### src/rtl/mem_arb_pkg.sv
// rtl/mem_arb_pkg.sv - shared FSM state encoding and grant IDs for mem_arbiter
package mem_arb_pkg;

    // Arbiter transaction phases
    typedef enum logic [1:0] {
        ST_IDLE = 2'd0,
        ST_BUSY = 2'd1,
        ST_RESP = 2'd2
    } state_t;

    // Requester identifiers used for grant and last_grant
    localparam logic GNT_IFU = 1'b0;
    localparam logic GNT_LSU = 1'b1;

endpackage

### src/rtl/mem_arb_sel.sv
// rtl/mem_arb_sel.sv - combinational winner select; ARB_RR_EN selects round-robin over fixed priority
module mem_arb_sel (
    input  logic ifu_req,
    input  logic lsu_req,
    input  logic last_grant,
    output logic winner
);
    import mem_arb_pkg::*;

`ifdef ARB_RR_EN
    // On a tie the requester that was not served last wins; a lone requester always wins
    always_comb begin
        winner = GNT_IFU;
        if (ifu_req && lsu_req) begin
            winner = (last_grant == GNT_IFU) ? GNT_LSU : GNT_IFU;
        end else if (lsu_req) begin
            winner = GNT_LSU;
        end
    end
`else
    // Fixed priority: history is irrelevant, so last_grant is intentionally left unused
    logic sel_unused;
    assign sel_unused = last_grant;

    // LSU beats IFU whenever it is requesting
    always_comb begin
        winner = GNT_IFU;
        if (lsu_req) begin
            winner = GNT_LSU;
        end else if (ifu_req) begin
            winner = GNT_IFU;
        end
    end
`endif

endmodule

### src/rtl/mem_arbiter.sv
// rtl/mem_arbiter.sv - single-outstanding IFU/LSU memory port arbiter; ARB_RR_EN enables round-robin
module mem_arbiter #(
    parameter int ADDR_WIDTH = 32,
    parameter int DATA_WIDTH = 32
) (
    input  logic                    clk,
    input  logic                    rst_n,
    input  logic                    ifu_reqValid,
    input  logic [ADDR_WIDTH-1:0]   ifu_raddr,
    output logic                    ifu_respValid,
    output logic [DATA_WIDTH-1:0]   ifu_rdata,
    input  logic                    lsu_reqValid,
    input  logic [ADDR_WIDTH-1:0]   lsu_addr,
    input  logic                    lsu_wen,
    input  logic [DATA_WIDTH-1:0]   lsu_wdata,
    input  logic [DATA_WIDTH/8-1:0] lsu_wmask,
    output logic                    lsu_respValid,
    output logic [DATA_WIDTH-1:0]   lsu_rdata,
    output logic                    mem_reqValid,
    output logic [ADDR_WIDTH-1:0]   mem_addr,
    output logic                    mem_wen,
    output logic [DATA_WIDTH-1:0]   mem_wdata,
    output logic [DATA_WIDTH/8-1:0] mem_wmask,
    input  logic                    mem_respValid,
    input  logic [DATA_WIDTH-1:0]   mem_rdata
);
    import mem_arb_pkg::*;

    state_t state;
    logic   grant;
    logic   last_grant;
    logic   sel_winner;

    mem_arb_sel u_sel (
        .ifu_req    (ifu_reqValid),
        .lsu_req    (lsu_reqValid),
        .last_grant (last_grant),
        .winner     (sel_winner)
    );

    // Transaction FSM: grant and latch in IDLE, wait for memory in BUSY, pulse response in RESP
    always_ff @(posedge clk or negedge rst_n) begin
        if (!rst_n) begin
            state         <= ST_IDLE;
            grant         <= GNT_IFU;
            last_grant    <= GNT_IFU;
            mem_reqValid  <= 1'b0;
            mem_addr      <= '0;
            mem_wen       <= 1'b0;
            mem_wdata     <= '0;
            mem_wmask     <= '0;
            ifu_respValid <= 1'b0;
            ifu_rdata     <= '0;
            lsu_respValid <= 1'b0;
            lsu_rdata     <= '0;
        end else begin
            case (state)
                ST_IDLE: begin
                    // reqValid is only looked at here, so a finished request cannot be re-granted
                    if (ifu_reqValid || lsu_reqValid) begin
                        grant        <= sel_winner;
                        mem_reqValid <= 1'b1;
                        if (sel_winner == GNT_LSU) begin
                            mem_addr  <= lsu_addr;
                            mem_wen   <= lsu_wen;
                            mem_wdata <= lsu_wdata;
                            mem_wmask <= lsu_wmask;
                        end else begin
                            mem_addr  <= ifu_raddr;
                            mem_wen   <= 1'b0;
                            mem_wdata <= '0;
                            mem_wmask <= '0;
                        end
                        state <= ST_BUSY;
                    end
                end
                ST_BUSY: begin
                    // Only the granted requester's rdata register is written
                    if (mem_respValid) begin
                        mem_reqValid <= 1'b0;
                        if (grant == GNT_LSU) begin
                            lsu_rdata     <= mem_rdata;
                            lsu_respValid <= 1'b1;
                        end else begin
                            ifu_rdata     <= mem_rdata;
                            ifu_respValid <= 1'b1;
                        end
                        state <= ST_RESP;
                    end
                end
                ST_RESP: begin
                    ifu_respValid <= 1'b0;
                    lsu_respValid <= 1'b0;
                    last_grant    <= grant;
                    state         <= ST_IDLE;
                end
                default: begin
                    state <= ST_IDLE;
                end
            endcase
        end
    end

endmodule

### config.mk
export PLATFORM = sky130hd
export DESIGN_NAME = mem_arbiter
export DESIGN_NICKNAME = d
export VERILOG_FILES = /design/src/rtl/mem_arb_pkg.sv /design/src/rtl/mem_arb_sel.sv /design/src/rtl/mem_arbiter.sv
export SDC_FILE = /design/constraint.sdc
export NUM_CORES = 1
export LEC_CHECK = 0
export CORE_MARGIN = 1.5
export CORE_UTILIZATION = 35
export CTS_CLUSTER_SIZE = 28
export DETAILED_ROUTE_END_ITERATION = 7
export HOLD_SLACK_MARGIN = 0.06
export PLACE_DENSITY = 0.71
export SLEW_MARGIN = 5
export SYNTH_ARGS = -nofsm -noshare
export SYNTH_HDL_FRONTEND = slang
export SYNTH_SLANG_ARGS = --single-unit
### constraint.sdc
create_clock -name clk -period 1.7 [get_ports clk]
set_input_delay 0.255 -clock clk [delete_from_list [all_inputs] [get_ports clk]]
set_output_delay 0.255 -clock clk [all_outputs]
set_load 0.01 [all_outputs]
==> run_1/layer_met3.png <==
Drawn at 2 px/µm.
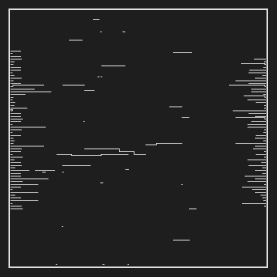
share of all routed wire: 5.8%
wire length on this layer: 850 µm

==> run_1/logic_types.png <==
Drawn at 4 px/µm.
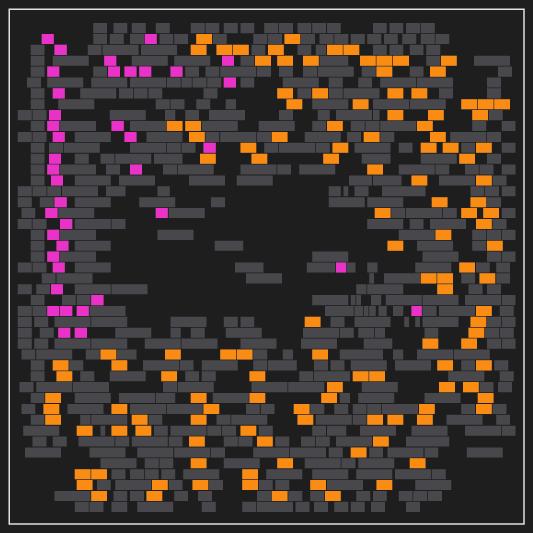
[orange] multiplexers | cells: 128 | where: widely spread
[magenta] AND-OR and OR-AND gates | cells: 39

==> run_1/layer_met2.png <==
Drawn at 2 px/µm.
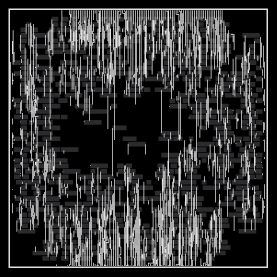
longest straight run: 49.0 µm
main direction: vertical

==> run_1/sizes.png <==
Drawn at 4 px/µm.
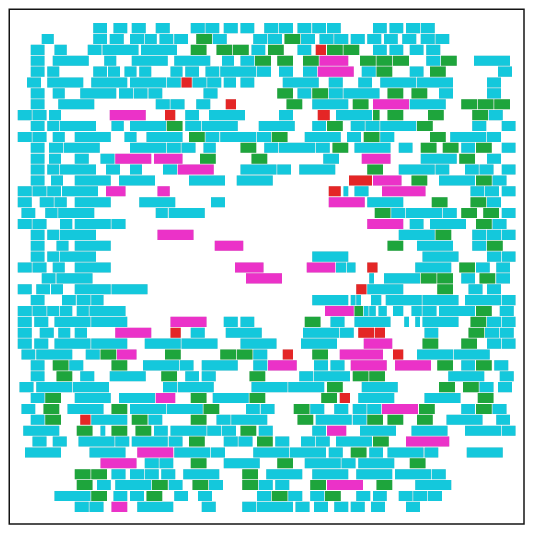
[red] _3 and _4 cells | cells: 16 | share: 2.5%
[cyan] _0 and _1 cells | cells: 466 | share: 72%
[magenta] _6 and larger | cells: 36 | share: 5.6%
[green] _2 cells | cells: 128 | share: 20%

==> run 1: kinds of logic after synthesis <==
| family | Yosys count |
|---|---|
| DFF | 139 |
| muxes | 128 |
| AOI/OAI and AO/OA | 41 |
| buffers and inverters | 22 |
| and+or+nand+nor | 12 |
==> run 1: routing by layer <==
layer  part of all wire, %  GRT usage [%]  wire length [µm]  vias up
met4                   2.5           8.53               363        0
met2                    53           32.1              7820      148
met3                   5.8           4.34               849       27
li1                      -              -                 -     1828
met1                    38           21.0              5650     1955
met5                     0              0                 0        -
==> run 1: stage by stage <==
step | hold slack [ns] | setup TNS (ns)
CTS | 0.319 | 0
floorplan | -0.0406 | 0
detailed placement | 0.203 | -9.73
global route | 0.358 | 0
global placement | 0.195 | -7.37
finish | 0.340 | 0
==> out/results.ini, run 1 <==
[outcome]
outcome=completed

[sta]
hold_viol=0
max_slew_margin_pct=73.2
fmax_mhz=621
fin_skew_ns=0.00758
worst_pin_slew_ns=0.403
min_period_ns=1.61
drv_slew=0
setup_slack_ns=0.0894
setup_viol=0
rsz0062_at_grt=no
min_period_over_period_pct=94.7

[yosys]
synth_top_flop_cell=dfrtp_1
synth-xor-area-share_pct=0
seq_area_frac_synth_pct=63.3
yosysCellCount=342
ys_sh_adder_pct=0
synth_top_cell_by_area=dfrtp_1
synth.top_cells.by_count=dfrtp_1 (139), mux2_2 (126), a22o_1 (37), buf_2 (10), nand2_1 (5)
yosys_warnings=0
compound_area_share_pct=6.42
syn_area_um2=5490
synth.area.mux_share_pct=26.2
ys_sh_simple_pct=1.14
yosys.cell_count.top_type=dfrtp_1
synth-edff-count=0
syn-num-nets=480
top_logic_kind=multiplexers
syn_inst=342
yosysTopAreaCellShare_pct=63.3
synthTopCellsByArea=dfrtp_1 (63%), mux2_2 (26%), a22o_1 (5.9%)
synth_cell_types=21
syn_avg_cell_area_um2=16.1
yosys_area_um2=5490
synthArstFlopShare_pct=100
numSynthFlops=139

[die]
tapCellCount=211
die-area_um2=16500
fp_util_pct=36.0
dieWidth_um=128
fp-row-count=45
die_h_um=128
core_area_um2=15300
pin_count=274

[cells_and_area]
largest_class=registers
clock_buffers=22
postLayoutCoreUtil_pct=60.7
clock_area_share_pct=6.71
layout.nets=772
fillers=1237
finalNonFillerCells=857
lay_top_count=clkdlybuf4s50_1
final-nonclk-buf-share_pct=32.6
sh_seq_area_pct=37.6
synthToLayoutAreaGrowth_pct=68.5
buffers=294
fin_area_um2=9260
logic_area_um2=1870
flops=139
drive_above_1_share_pct=27.9
diodes=0
inverters=1
final_cell_mix=clkdlybuf4s50_1 (272), dfrtp_1 (139), mux2_2 (126)
comb_cells=181
regArea_um2=3480
comb_area_share_pct=20.2

[place]
postPlaceCellArea_um2=8620
dp_slack_ns=-0.131
place.gp.congestion=0.765
hpwl_um=11100
dp.cells=825
portBuffers=273

[setup_path]
critPathCaptureType=primary output
slowest_stage=clkdlybuf4s50_1
critical_path_class=register to primary output
cp.buffers_inverters=1
worstPathRequired_ns=1.44
worst-endpoint-arrival_ns=1.36
critPathMaxFanout=2
r2r_end=ifu_rdata[8]
crit_start=mem_reqValid
regToRegStartpoint=state[1]
critPathTopFamily=buffers and inverters
crit_end=mem_reqValid
start_kind=register
r2r_slack_ns=0.20
critPathMaxStageDelay_ns=0.60
path_cells=clkdlybuf4s50_1
path_depth=1
r2r_cells=4

[clock_tree]
clock_sinks=139
cts_buffer_depth=2
holdBufCountCts=1
cts_tree=built
cts_buffers=17
clk_latency_ns=0.41
cts_setup_buffers=0
htreeDepth=4
clockRootBuffer=clkbuf_16
cts_resized=0
clk_pin_slew_ns=0.06

[power_and_ir_drop]
maxPowerGroup=combinational logic
p_seq_uw=5910
power_uw=17400
switching_share_pct=29.3
p_clk_share_pct=22.0
p_sw_uw=5110
power_frac_comb_pct=44.1
powerDensity_nw_per_um2=1880
seqPwrFrac_pct=33.9
ir_worst_vdd_v=0.000925
p_int_uw=12300
comb_cell_power_uw=7690
power_leakage_uw=0.00389
pwr.group.clock_uw=3830

[route]
dr_total_vias=3958
post-route-drc-count=0
wl_um=14700
avgViaCountPerCell=4.62
drtAntennaViolNets=0
drt_iter0_drc=92
drt_pre_antenna_iters=4
wl_per_cell_um=17.1

[global_routing]
grt_util_all_layers_pct=18.3
grt-ovfl-total=0
antenna_found_initial=0
grt_start_max_net_pins=42
grt_pass1_wl_um=22800
grt_pass1_vias=4328

[flow_run]
warning_count=26
cap_viol_max_count=0

[min_path]
min_path_type=input pin to async pin

==> inputs of run 2 (changes only) <==
--- a/config.mk
+++ b/config.mk
@@ -7,10 +7,10 @@
 export LEC_CHECK = 0
 export CORE_MARGIN = 1.5
 export CORE_UTILIZATION = 35
-export CTS_CLUSTER_SIZE = 28
 export DETAILED_ROUTE_END_ITERATION = 7
 export HOLD_SLACK_MARGIN = 0.06
 export PLACE_DENSITY = 0.71
+export RECOVER_POWER = 25
 export SLEW_MARGIN = 5
 export SYNTH_ARGS = -nofsm -noshare
 export SYNTH_HDL_FRONTEND = slang
==> constraint.sdc (replaced) <==
create_clock -name clk -period 1.6 [get_ports clk]
set_input_delay 0.24 -clock clk [delete_from_list [all_inputs] [get_ports clk]]
set_output_delay 0.24 -clock clk [all_outputs]
set_load 0.01 [all_outputs]
==> run_2/layer_met3.png <==
Drawn at 2 px/µm.
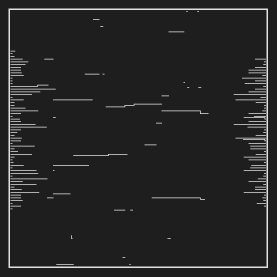
main direction: horizontal
nets with wire on the layer: 125
share of all routed wire: 6.4%
longest straight run: 24.2 µm
met3 GRT Util: 5.05%
via count: 3906
drt total wl: 14100 µm

==> out/results.ini, run 2 <==
[outcome]
outcome=completed  ; unchanged

[cells_and_area]
inverters=1  ; unchanged
diodes=0  ; unchanged
synthToLayoutAreaGrowth_pct=68.8  ; was 68.5%
clock_buffers=18  ; was 22
comb_cells=181  ; unchanged
clock_area_share_pct=6.56  ; was 6.71%
fillers=1230  ; was 1237
regArea_um2=3480  ; unchanged
flops=139  ; unchanged
layout.nets=769  ; was 772
lay_top_count=clkdlybuf4s50_1  ; unchanged
largest_class=registers  ; unchanged
fin_area_um2=9270  ; was 9260 µm²
comb_area_share_pct=20.2  ; about the same
sh_seq_area_pct=37.5  ; was 37.6%
buffers=291  ; was 294
drive_above_1_share_pct=27.8  ; was 27.9%
final-nonclk-buf-share_pct=32.9  ; was 32.6%
finalNonFillerCells=855  ; was 857
final_cell_mix=clkdlybuf4s50_1 (239), dfrtp_1 (139), mux2_2 (126)  ; was clkdlybuf4s50_1 (272), dfrtp_1 (139), mux2_2 (126)

[setup_path]
crit_start=mem_addr[7]  ; was mem_reqValid
critPathTopFamily=buffers and inverters  ; unchanged
r2r_cells=4  ; unchanged
slowest_stage=clkdlybuf4s50_1  ; unchanged
start_kind=register  ; unchanged
critPathMaxFanout=2  ; unchanged
critical_path_class=register to primary output  ; unchanged
crit_end=mem_addr[7]  ; was mem_reqValid
critPathMaxStageDelay_ns=0.57  ; was 0.60 ns
worst-endpoint-arrival_ns=1.33  ; was 1.36 ns
worstPathRequired_ns=1.36  ; was 1.44 ns
path_depth=1  ; unchanged
r2r_slack_ns=0.11  ; was 0.20 ns
r2r_end=ifu_rdata[27]  ; was ifu_rdata[8]
regToRegStartpoint=state[1]  ; unchanged
cp.buffers_inverters=1  ; unchanged
critPathCaptureType=primary output  ; unchanged

[route]
met3WireLength_um=898  ; was 849 µm
drt_iter0_drc=74  ; was 92
avgViaCountPerCell=4.57  ; was 4.62
drt_pre_antenna_iters=4  ; unchanged
dr_wl_met2_um=7510  ; was 7820 µm
drtAntennaViolNets=0  ; unchanged
wl_met1_um=5360  ; was 5650 µm
dr.max_layer_used=met4  ; unchanged
post-route-drc-count=0  ; unchanged

[place]
place.gp.congestion=0.800  ; was 0.765
hpwl_um=10500  ; was 11100 µm
portBuffers=273  ; unchanged
dp.cells=822  ; was 825
dp_slack_ns=-0.237  ; was -0.131 ns
postPlaceCellArea_um2=8600  ; was 8620 µm²

[yosys]
seq_area_frac_synth_pct=63.3  ; unchanged
synth.top_cells.by_count=dfrtp_1 (139), mux2_2 (126), a22o_1 (37), buf_2 (10), nand2_1 (5)  ; unchanged
numSynthFlops=139  ; unchanged
ys_sh_simple_pct=1.14  ; unchanged
synthTopCellsByArea=dfrtp_1 (63%), mux2_2 (26%), a22o_1 (5.9%)  ; unchanged
compound_area_share_pct=6.42  ; unchanged
syn_inst=342  ; unchanged
yosys.cell_count.top_type=dfrtp_1  ; unchanged
yosysTopAreaCellShare_pct=63.3  ; unchanged
syn_avg_cell_area_um2=16.1  ; unchanged
syn-num-nets=480  ; unchanged
ys_sh_adder_pct=0  ; unchanged
synth_top_flop_cell=dfrtp_1  ; unchanged
synth.area.mux_share_pct=26.2  ; unchanged
synth-xor-area-share_pct=0  ; unchanged
top_logic_kind=multiplexers  ; unchanged
synth-edff-count=0  ; unchanged
synth_cell_types=21  ; unchanged
yosys_area_um2=5490  ; unchanged
synthArstFlopShare_pct=100  ; unchanged
syn_area_um2=5490  ; unchanged
yosys_warnings=0  ; unchanged

[power_and_ir_drop]
power_leakage_uw=0.00422  ; was 0.00389 µW
power_uw=18200  ; was 17400 µW
power_frac_comb_pct=43.8  ; was 44.1%
p_int_uw=12800  ; was 12300 µW
pwr.group.clock_uw=3980  ; was 3830 µW
p_clk_share_pct=21.9  ; was 22.0%
switching_share_pct=29.6  ; was 29.3%
comb_cell_power_uw=7980  ; was 7690 µW
ir_worst_vdd_v=0.00103  ; was 0.000925 V
powerDensity_nw_per_um2=1960  ; was 1880 nW/µm²
maxPowerGroup=combinational logic  ; unchanged
p_seq_uw=6240  ; was 5910 µW
p_sw_uw=5380  ; was 5110 µW

[sta]
worst_pin_slew_ns=0.582  ; was 0.403 ns
fmax_mhz=639
setup-tns-final_ns=0  ; unchanged
min_period_over_period_pct=97.8
fin_skew_ns=0.0100  ; was 0.00758 ns
min_period_ns=1.57
setup_slack_ns=0.0347  ; was 0.0894 ns
drv_slew=0  ; unchanged
setup_viol=0  ; unchanged
hold_viol=0  ; unchanged
finalHoldWorstSlack_ns=0.353  ; was 0.340 ns

[global_routing]
antenna_found_initial=0  ; unchanged
grt_start_max_net_pins=49  ; was 42
grt_util_all_layers_pct=17.6  ; was 18.3%
grt_pass1_wl_um=22100  ; was 22800 µm
grt-ovfl-total=0  ; unchanged
grt_pass1_vias=4216  ; was 4328

[clock_tree]
clockRootBuffer=clkbuf_16  ; unchanged
cts_tree=built  ; unchanged
cts_setup_buffers=0  ; unchanged
clk_latency_ns=0.41  ; about the same
clk_pin_slew_ns=0.06  ; about the same
cts_buffers=17  ; unchanged
htreeDepth=4  ; unchanged
clock_sinks=139  ; unchanged
cts_buffer_depth=2  ; unchanged

[die]
fp_util_pct=36.0  ; unchanged
dieWidth_um=128  ; unchanged
pin_count=274  ; unchanged
fp-row-count=45  ; unchanged
die_h_um=128  ; unchanged
tapCellCount=211  ; unchanged
core_area_um2=15300  ; unchanged

[flow_run]
warning_count=26  ; unchanged
cap_viol_max_count=0  ; unchanged

[min_path]
min_path_type=input pin to async pin  ; unchanged

==> run_2/congestion.png <==
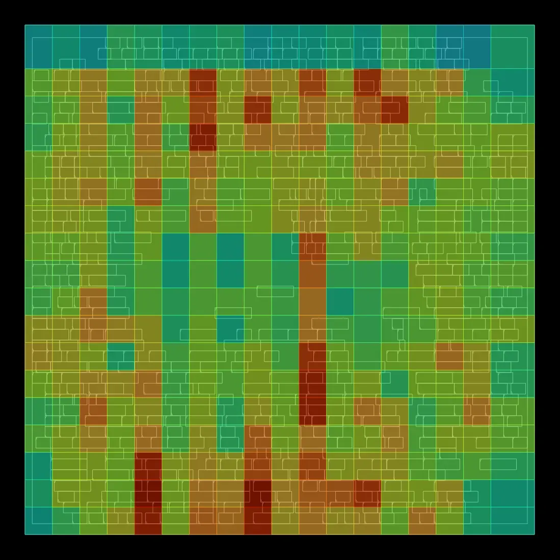
GRT met2 Usage: 31.3%
DR WL/cell: 16.5 µm
Finished Core Util: 60.8%
grt met1 use: 19.7%
Most Used Layer, Global Route: met2

-- run 2: cell count changes in the layout (fill, tap and decap cells not counted) --
cell             delta
clkinv_4            +1
clkbuf_1            -1
dlymetal6s2s_1     +28
inv_6               +1
buf_12              -1
dlygate4sd2_1       +5
clkdlybuf4s50_1    -33
buf_4               -2
clkbuf_8            -3
clkinv_2            +3
-- run 2: kinds of logic after synthesis --
| logic type | count (synthesis) |
|---|---|
| flops | 139 |
| buf+inv | 22 |
| simple gates | 12 |
| mux | 128 |
| compound gates | 41 |
-- run 2: timing repair --
item	CTS	global route
gates resized	5	28
setup endpoints to repair	5	28
hold buffers	1	0
endpoints found under the hold margin	44	0
No activity file was given, so power comes from the tool's default toggle rates.
